### config.mk
export PLATFORM = sky130hd
export DESIGN_NAME = ins_cache_r32i_flat
export DESIGN_NICKNAME = d
export VERILOG_FILES = /design/src/rtl/ins_cache_pkg.sv /design/src/rtl/ins_cache_r32i_if.sv /design/src/rtl/ins_cache_fill_ctrl.sv /design/src/rtl/ins_cache_r32i.sv /design/src/flat_wrapper.sv
export SDC_FILE = /design/constraint.sdc
export NUM_CORES = 1
export LEC_CHECK = 0
export CORE_ASPECT_RATIO = 0.75
export CORE_UTILIZATION = 60
export CTS_CLUSTER_DIAMETER = 150
export DETAILED_ROUTE_END_ITERATION = 10
export GPL_TIMING_DRIVEN = 0
export MAX_ROUTING_LAYER = met4
export PLACE_DENSITY_LB_ADDON = 0.05
export RECOVER_POWER = 25
export SYNTH_ARGS = -nofsm -noshare
export SYNTH_HDL_FRONTEND = slang
export SYNTH_SLANG_ARGS = --single-unit
export TNS_END_PERCENT = 1
### constraint.sdc
create_clock -name clock -period 7.93 [get_ports clock]
set_input_delay 0.793 -clock clock [delete_from_list [all_inputs] [get_ports clock]]
set_output_delay 0.793 -clock clock [all_outputs]
set_load 0.03 [all_outputs]
### src/rtl/ins_cache_pkg.sv
// ins_cache_pkg -- shared types and helpers for the single-line RV32I
// instruction cache.
//   state_t    : fill controller states (READY, FILL)
//   offw_of    : offset width for a given block size
//   tag_of     : upper address bits above the word offset
//   offset_of  : word offset inside the cached block
package ins_cache_pkg;

  typedef enum logic {
    READY = 1'b0,
    FILL  = 1'b1
  } state_t;

  function automatic int offw_of(input int cached_ins);
    return $clog2(cached_ins);
  endfunction

  // Helpers work on a wide container; callers cast down to their widths.
  function automatic logic [63:0] tag_of(input logic [63:0] addr, input int offw);
    return addr >> offw;
  endfunction

  function automatic logic [63:0] offset_of(input logic [63:0] addr, input int offw);
    return addr & ((64'd1 << offw) - 64'd1);
  endfunction

endpackage

### src/rtl/ins_cache_r32i_if.sv
// ins_cache_r32i_if -- fetch/memory side signals of the instruction cache.
//   ProgAddr         : word address requested by fetch
//   InsReadInp       : combinational read data from instruction memory
//   InsCacheStall    : fetch must hold while high
//   InsCacheReadAddr : word address presented to instruction memory
//   OutputIns        : instruction at ProgAddr when not stalled
// Modports: slave = cache side, master = fetch/memory side.
interface ins_cache_r32i_if #(
  parameter int dataW = 32
);
  logic [dataW-1:0] ProgAddr;
  logic [dataW-1:0] InsReadInp;
  logic             InsCacheStall;
  logic [dataW-1:0] InsCacheReadAddr;
  logic [dataW-1:0] OutputIns;

  modport slave (
    input  ProgAddr,
    input  InsReadInp,
    output InsCacheStall,
    output InsCacheReadAddr,
    output OutputIns
  );

  modport master (
    output ProgAddr,
    output InsReadInp,
    input  InsCacheStall,
    input  InsCacheReadAddr,
    input  OutputIns
  );
endinterface

### src/rtl/ins_cache_fill_ctrl.sv
// ins_cache_fill_ctrl -- refill sequencer for the single-line cache.
//   clock, reset : clock and synchronous active-high reset
//   hit          : current request hits the line
//   tag          : tag of the current request
//   state        : READY / FILL
//   line_we      : write strobe for the line array
//   line_widx    : word index written this cycle
//   read_addr    : address presented to instruction memory
//   fill_start   : READY->FILL transition happens at the next edge
//   fill_done    : last word of the block is written at the next edge
//   fill_tag     : tag of the block being filled
module ins_cache_fill_ctrl
  import ins_cache_pkg::*;
#(
  parameter int dataW     = 32,
  parameter int CachedIns = 8,
  localparam int OFFW     = offw_of(CachedIns),
  localparam int TAGW     = dataW - OFFW
) (
  input  logic             clock,
  input  logic             reset,
  input  logic             hit,
  input  logic [TAGW-1:0]  tag,
  output state_t           state,
  output logic             line_we,
  output logic [OFFW-1:0]  line_widx,
  output logic [dataW-1:0] read_addr,
  output logic             fill_start,
  output logic             fill_done,
  output logic [TAGW-1:0]  fill_tag
);

  state_t          state_reg, state_next;
  logic [OFFW-1:0] fill_cnt_reg, fill_cnt_next;
  logic [TAGW-1:0] fill_tag_reg, fill_tag_next;

  always_ff @(posedge clock) begin
    if (reset) begin
      state_reg    <= READY;
      fill_cnt_reg <= '0;
      fill_tag_reg <= '0;
    end else begin
      state_reg    <= state_next;
      fill_cnt_reg <= fill_cnt_next;
      fill_tag_reg <= fill_tag_next;
    end
  end

  always_comb begin
    state_next    = state_reg;
    fill_cnt_next = fill_cnt_reg;
    fill_tag_next = fill_tag_reg;
    line_we       = 1'b0;
    line_widx     = fill_cnt_reg;
    read_addr     = {tag, {OFFW{1'b0}}};
    fill_start    = 1'b0;
    fill_done     = 1'b0;
    case (state_reg)
      READY: begin
        if (!hit) begin
          // Word 0 is already on the memory bus, so capture it on this edge.
          fill_start    = 1'b1;
          line_we       = 1'b1;
          line_widx     = '0;
          fill_cnt_next = OFFW'(1);
          fill_tag_next = tag;
          state_next    = FILL;
        end
      end
      FILL: begin
        // Tag is frozen: a ProgAddr change mid-fill does not redirect it.
        read_addr     = {fill_tag_reg, fill_cnt_reg};
        line_we       = 1'b1;
        fill_cnt_next = fill_cnt_reg + OFFW'(1);
        if (fill_cnt_reg == {OFFW{1'b1}}) begin
          fill_done  = 1'b1;
          state_next = READY;
        end
      end
      default: state_next = READY;
    endcase
  end

  assign state    = state_reg;
  assign fill_tag = fill_tag_reg;

endmodule

### src/rtl/ins_cache_r32i.sv
// ins_cache_r32i -- single-line, direct-mapped RV32I instruction cache.
//   clock, reset : clock and synchronous active-high reset
//   bus          : ins_cache_r32i_if.slave (fetch request, memory read,
//                  stall, memory address, instruction out)
//   HitCount, MissCount : saturating performance counters, present only
//                  when INS_CACHE_PERF_CNT_EN is defined
// Hits are served combinationally; a miss refills the whole block, one
// word per cycle, taking exactly CachedIns edges.
module ins_cache_r32i
  import ins_cache_pkg::*;
#(
  parameter int dataW     = 32,
  parameter int CachedIns = 8
) (
  input  logic             clock,
  input  logic             reset,
`ifdef INS_CACHE_PERF_CNT_EN
  output logic [31:0]      HitCount,
  output logic [31:0]      MissCount,
`endif
  ins_cache_r32i_if.slave  bus
);

  localparam int OFFW = offw_of(CachedIns);
  localparam int TAGW = dataW - OFFW;

  logic [dataW-1:0] line_mem [CachedIns];
  logic [TAGW-1:0]  line_tag_reg;
  logic             valid_reg;

  logic [TAGW-1:0]  tag;
  logic [OFFW-1:0]  offset;
  logic             hit;
  state_t           state;
  logic             line_we;
  logic [OFFW-1:0]  line_widx;
  logic             fill_start;
  logic             fill_done;
  logic [TAGW-1:0]  fill_tag;

  assign tag    = TAGW'(tag_of(64'(bus.ProgAddr), OFFW));
  assign offset = OFFW'(offset_of(64'(bus.ProgAddr), OFFW));
  assign hit    = valid_reg && (line_tag_reg == tag) && (state == READY);

  ins_cache_fill_ctrl #(
    .dataW     (dataW),
    .CachedIns (CachedIns)
  ) u_fill_ctrl (
    .clock      (clock),
    .reset      (reset),
    .hit        (hit),
    .tag        (tag),
    .state      (state),
    .line_we    (line_we),
    .line_widx  (line_widx),
    .read_addr  (bus.InsCacheReadAddr),
    .fill_start (fill_start),
    .fill_done  (fill_done),
    .fill_tag   (fill_tag)
  );

  always_ff @(posedge clock) begin
    if (reset) begin
      valid_reg    <= 1'b0;
      line_tag_reg <= '0;
    end else if (fill_start) begin
      valid_reg <= 1'b0;
    end else if (fill_done) begin
      valid_reg    <= 1'b1;
      line_tag_reg <= fill_tag;
    end
  end

  // Line contents are deliberately not reset; valid_reg guards them.
  always_ff @(posedge clock) begin
    if (line_we) begin
      line_mem[line_widx] <= bus.InsReadInp;
    end
  end

  assign bus.InsCacheStall = !hit;
  assign bus.OutputIns     = hit ? line_mem[offset] : '0;

`ifdef INS_CACHE_PERF_CNT_EN
  logic [31:0] hit_count_reg;
  logic [31:0] miss_count_reg;

  always_ff @(posedge clock) begin
    if (reset) begin
      hit_count_reg  <= '0;
      miss_count_reg <= '0;
    end else begin
      if (hit && hit_count_reg != '1) begin
        hit_count_reg <= hit_count_reg + 32'd1;
      end
      if (fill_start && miss_count_reg != '1) begin
        miss_count_reg <= miss_count_reg + 32'd1;
      end
    end
  end

  assign HitCount  = hit_count_reg;
  assign MissCount = miss_count_reg;
`endif

endmodule

### src/flat_wrapper.sv
// flat-port wrapper written by rule: the top's interface ports become plain ports
module ins_cache_r32i_flat import ins_cache_pkg::*;
#(
  parameter int dataW     = 32,
  parameter int CachedIns = 8
)
  (clock, reset, bus_ProgAddr, bus_InsReadInp, bus_InsCacheStall, bus_InsCacheReadAddr, bus_OutputIns);
  ins_cache_r32i_if #(.dataW(dataW)) bus_i ();
  input  logic clock;
  input  logic reset;
  input wire logic [$bits(bus_i.ProgAddr)-1:0] bus_ProgAddr;
  input wire logic [$bits(bus_i.InsReadInp)-1:0] bus_InsReadInp;
  output wire logic [$bits(bus_i.InsCacheStall)-1:0] bus_InsCacheStall;
  output wire logic [$bits(bus_i.InsCacheReadAddr)-1:0] bus_InsCacheReadAddr;
  output wire logic [$bits(bus_i.OutputIns)-1:0] bus_OutputIns;
  assign bus_i.ProgAddr = bus_ProgAddr;
  assign bus_i.InsReadInp = bus_InsReadInp;
  assign bus_InsCacheStall = bus_i.InsCacheStall;
  assign bus_InsCacheReadAddr = bus_i.InsCacheReadAddr;
  assign bus_OutputIns = bus_i.OutputIns;
  ins_cache_r32i #(.dataW(dataW), .CachedIns(CachedIns)) u_core (.clock(clock), .reset(reset), .bus(bus_i));
endmodule
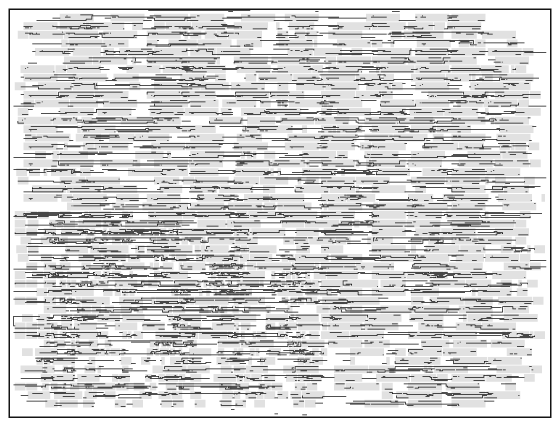
Figure 1: run 1, the metal 1 layer.
Cells faint in the background.
The layer carries 12,300 um of wire. The longest straight run is 42.8 um. The layer holds 44% of the routed length. The wires run mostly horizontal.
GR Util met1: 37.3%
Routed WL: 28.2 mm
Vias: 7,206

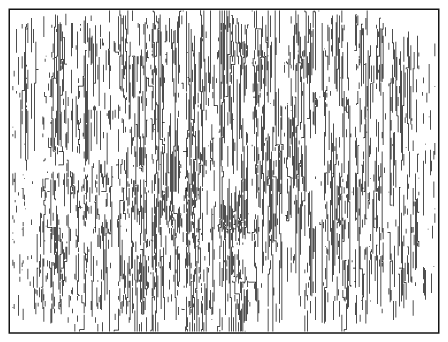
Figure 2: run 1, met2 routing.
The wires run mostly vertical. The longest straight run is 56.1 um. The layer holds 50% of the routed length.

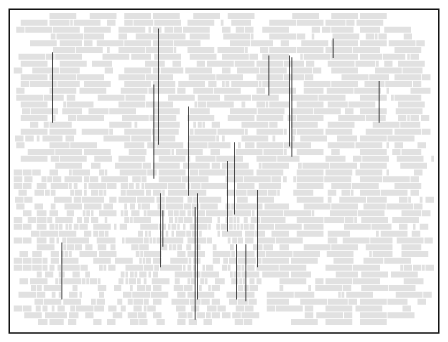
Figure 3: run 1, met4 routing.
Cells faint in the background.
The layer carries 546 um of wire. 13 nets have wire on it. The layer holds 1.9% of the routed length. The longest straight run is 46.2 um.

==> notes.md, run 1 <==
flow finished, numbers: M1 WL 12.3 mm, Non-CTS buffers 181, PostCTS Resize Cnt 0, Seq area share 56.8%, chip width 171 um, Flop pwr share 52.3%, Mux area share 18.5%, crit path max fanout 10, non-clock buffer area fraction after layout 10.4%, final core occ 74.7%, Antenna Violating Nets Remaining 0, Mapped Cells 767, clk_lat worst skew 550 ps, pwr dens 226 nW/um2, critical path startpoint bus_ProgAddr[18], Main area contributors edfxtp_1 60%, mux4_2 11%, dfxtp_1 9.8%, DR WL/cell 22.6 um, RSZ-0062 raised after global routing no, Sum Neg Setup Slack 0 ps, Post CTS Setup Buffer Count 0, seq_cells 319, Leakage Power 5.26 nW, Switching Share 21.8%, Top power group registers, worst path cell trace clkdlybuf4s50_1 -> xnor2_1 -> nand4_1 -> nor4_4 -> nand2_1 -> clkbuf_1 -> nor2_1 -> clkdlybuf4s50_1, most repeated library cell on the critical path clkdlybuf4s50_1, routed length on met3 1.23 mm, r2r startpoint u_core.line_tag_reg[15], R2R cell count 6, cell taking the most area after synthesis edfxtp_1, # diodes 2, slew margin rel. 36.8%, clock sinks 319, first-pass GRT wire length 42.8 mm, Critical Path Slowest Stage Cell clkdlybuf4s50_1, non-filler cells, final 1,246, crit path to bus_OutputIns[8], number of I/O port buffers 126, Highest Signal Layer met4, DP Worst Slack 3250 ps, Avg Cell Area, Syn 16.8 um2, Area Overhead vs Synth 22.2%, Internal 2.78 mW, final-layout clock-cell area share 6.27%, first-pass iteration count of the detailed router 5, Synth top cell by count edfxtp_1, P_seq 1.86 mW, Largest logic family multiplexers, Tap Count 288, Crit path arrival time 3950 ps, clock slew at reported path FFs 70 ps, GR Layer Usage met2 44.0%, Comb area share 24.1%, initial antenna violation count 2, most frequent cells in the layout 256 x edfxtp_1, 103 x clkdlybuf4s50_1, 65 x nand2_1, 64 x mux4_2, 63 x dfxtp_1, outcome completed, dpl hpwl 17.9 mm, First DRT Iteration DRCs 638, Setup crit end kind output port, post-layout minimum cycle time 4740 ps, Clk pwr share 40.0%, CP bufs+invs 3, critical path's largest stage delay 720 ps, Simple-Gate Area Share 7.04%, crit path DRT 7140 ps
## Run 2: what changed since run 1
CORE_UTILIZATION = 51   (was 60)
clock period = 3.8 ns   (was 7.93 ns; I/O delays follow)
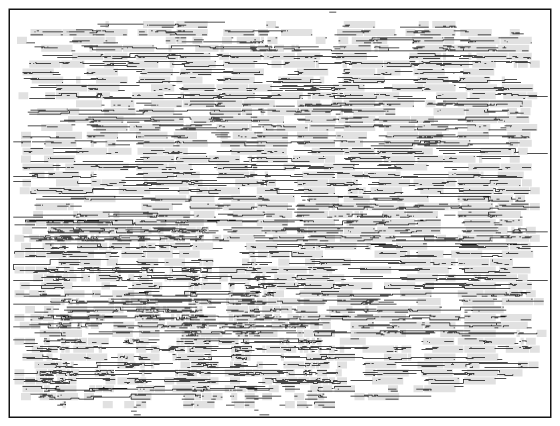
Figure 4: run 2, the metal 1 layer.
Cells faint in the background.
The wires run mostly horizontal. 925 nets have wire on it. The longest straight run is 61.2 um. The layer holds 46% of the routed length.
Routed WL: 28.1 mm
GR Util met1: 33.2%
Vias: 7,115

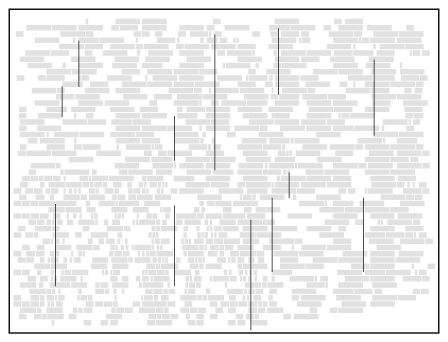
Figure 5: run 2, met4 routing.
Cells faint in the background.
4 nets have wire on it. The layer carries 364 um of wire.

==> run 2 against run 1 <==
Net effect: non-clock buffer count up 2; cell count grew 3.9%; highest routed layer unchanged; cell area rose by 0.15%; first-iteration DRC count down 20%.
==> notes.md, run 2 <==
flow finished, numbers: Area Overhead vs Synth 22.4%, crit path max fanout 10, # diodes 2, Main area contributors edfxtp_1 60%, mux4_2 11%, dfxtp_1 9.8%, DP Worst Slack -200 ps, most repeated library cell on the critical path clkdlybuf4s50_1, first-pass iteration count of the detailed router 5, slew margin rel. 34.4%, non-clock buffer area fraction after layout 10.5%, final-layout clock-cell area share 5.94%, crit path DRT 3420 ps, Mux area share 18.5%, outcome completed, Tap Count 331, first-pass GRT wire length 43.1 mm, PostCTS Resize Cnt 5, Mapped Cells 767, cell taking the most area after synthesis edfxtp_1, critical path startpoint bus_ProgAddr[25], Switching Share 21.5%, First DRT Iteration DRCs 511, dpl hpwl 18.1 mm, number of I/O port buffers 126, P_seq 3.88 mW, Highest Signal Layer met4, Simple-Gate Area Share 7.04%, post-layout minimum cycle time 3640 ps, Antenna Violating Nets Remaining 0, RSZ-0062 raised after global routing no, critical path's largest stage delay 690 ps, Comb area share 24.1%, most frequent cells in the layout 256 x edfxtp_1, 102 x clkdlybuf4s50_1, 64 x mux4_2, 64 x nand2_1, 63 x dfxtp_1, Non-CTS buffers 183, CP bufs+invs 3, DR WL/cell 21.7 um, worst path cell trace clkdlybuf4s50_1 -> xnor2_1 -> nand4_1 -> nor4_4 -> nand2_2 -> clkbuf_2 -> nor2_1 -> clkdlybuf4s50_1, Crit path arrival time 3260 ps, routed length on met3 1.34 mm
## Run 3: what changed since run 2
CAP_MARGIN = 20   (was default)
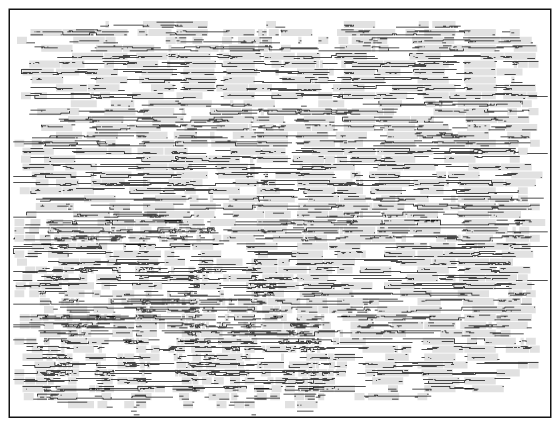
Figure 6: run 3, the metal 1 layer.
Cells faint in the background.
The longest straight run is 65.3 um. The wires run mostly horizontal. The layer holds 45% of the routed length. 930 nets have wire on it.
Routed WL: 28.3 mm
GR Util met1: 32.7%
Vias: 7,268

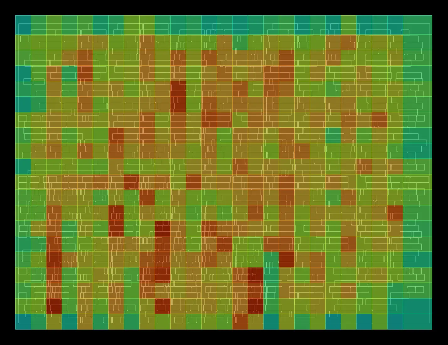
Figure 7: run 3, routing congestion map.
GRT Overall Usage: 23.2%
GR Layer Usage met2: 36.3%
met3 usage: 3.30%
final core occ: 64.9%

==> run 3 against run 2 <==
Net effect: worst hold slack better by 27 ps; sequential power is essentially flat; worst setup slack got worse by 59 ps; clock skew grew 1.7 ps; cell count about the same; cell area grew 0.46%; global-route usage up 0.16 points; non-clock buffer count shrank 1; critical endpoint unchanged.
==> notes.md, run 3 <==
flow finished, numbers: DP Worst Slack -152 ps, critical path's largest stage delay 700 ps, number of flip-flops in the largest register 256, routed length on met3 1.43 mm, Top power group registers, total gr overflow 0, number of enable flip-flop cells 256, Simple-Gate Area Share 7.04%, pwr dens 473 nW/um2, Mux area share 18.5%, outcome completed, Antenna Violating Nets Remaining 0, Clk pwr share 40.5%, clock slew at reported path FFs 70 ps, Largest logic family multiplexers, non-clock buffer area fraction after layout 10.5%, PostCTS Resize Cnt 4, cell taking the most area after synthesis edfxtp_1, Max clock buf depth 3, chip width 186 um, Tap Count 331, crit path DRT 3420 ps, RSZ-0062 raised after global routing no, Internal 5.90 mW, critical path startpoint u_core.line_tag_reg[3], Switching Share 21.3%, Avg Cell Area, Syn 16.8 um2, M1 WL 12.6 mm, Synth top cell by count edfxtp_1, crit path to bus_OutputIns[15], Post CTS Setup Buffer Count 0, first-pass iteration count of the detailed router 5, most frequent cells in the layout 256 x edfxtp_1, 101 x clkdlybuf4s50_1, 64 x mux4_2, 64 x nand2_1, 63 x dfxtp_1, Mapped Cells 767, Leakage Power 5.35 nW, slew margin rel. 34.5%, initial antenna violation count 2, seq_cells 319, R2R cell count 5, # diodes 2, Comb area share 24.0%, CTS H-tree lvls 1, Flop pwr share 51.8%, DR WL/cell 21.9 um, Sum Neg Setup Slack 0 ps, fillcell total 1,735, Highest Signal Layer met4, clk_lat worst skew 550 ps, Critical Path Slowest Stage Cell clkdlybuf4s50_1, P_seq 3.88 mW, post-synthesis instance area 12,900 um2, First DRT Iteration DRCs 581, post-layout minimum cycle time 3700 ps, Seq area share 56.5%, Main area contributors edfxtp_1 60%, mux4_2 11%, dfxtp_1 9.8%, Setup crit end kind output port, MI comb cells 402, CP bufs+invs 3, final-layout clock-cell area share 6.37%, Crit path arrival time 3320 ps, Non-CTS buffers 182, r2r startpoint u_core.u_fill_ctrl.state, Area Overhead vs Synth 23.0%, crit path max fanout 10, critical path type register to output port
Power and IR drop assume default switching activity.
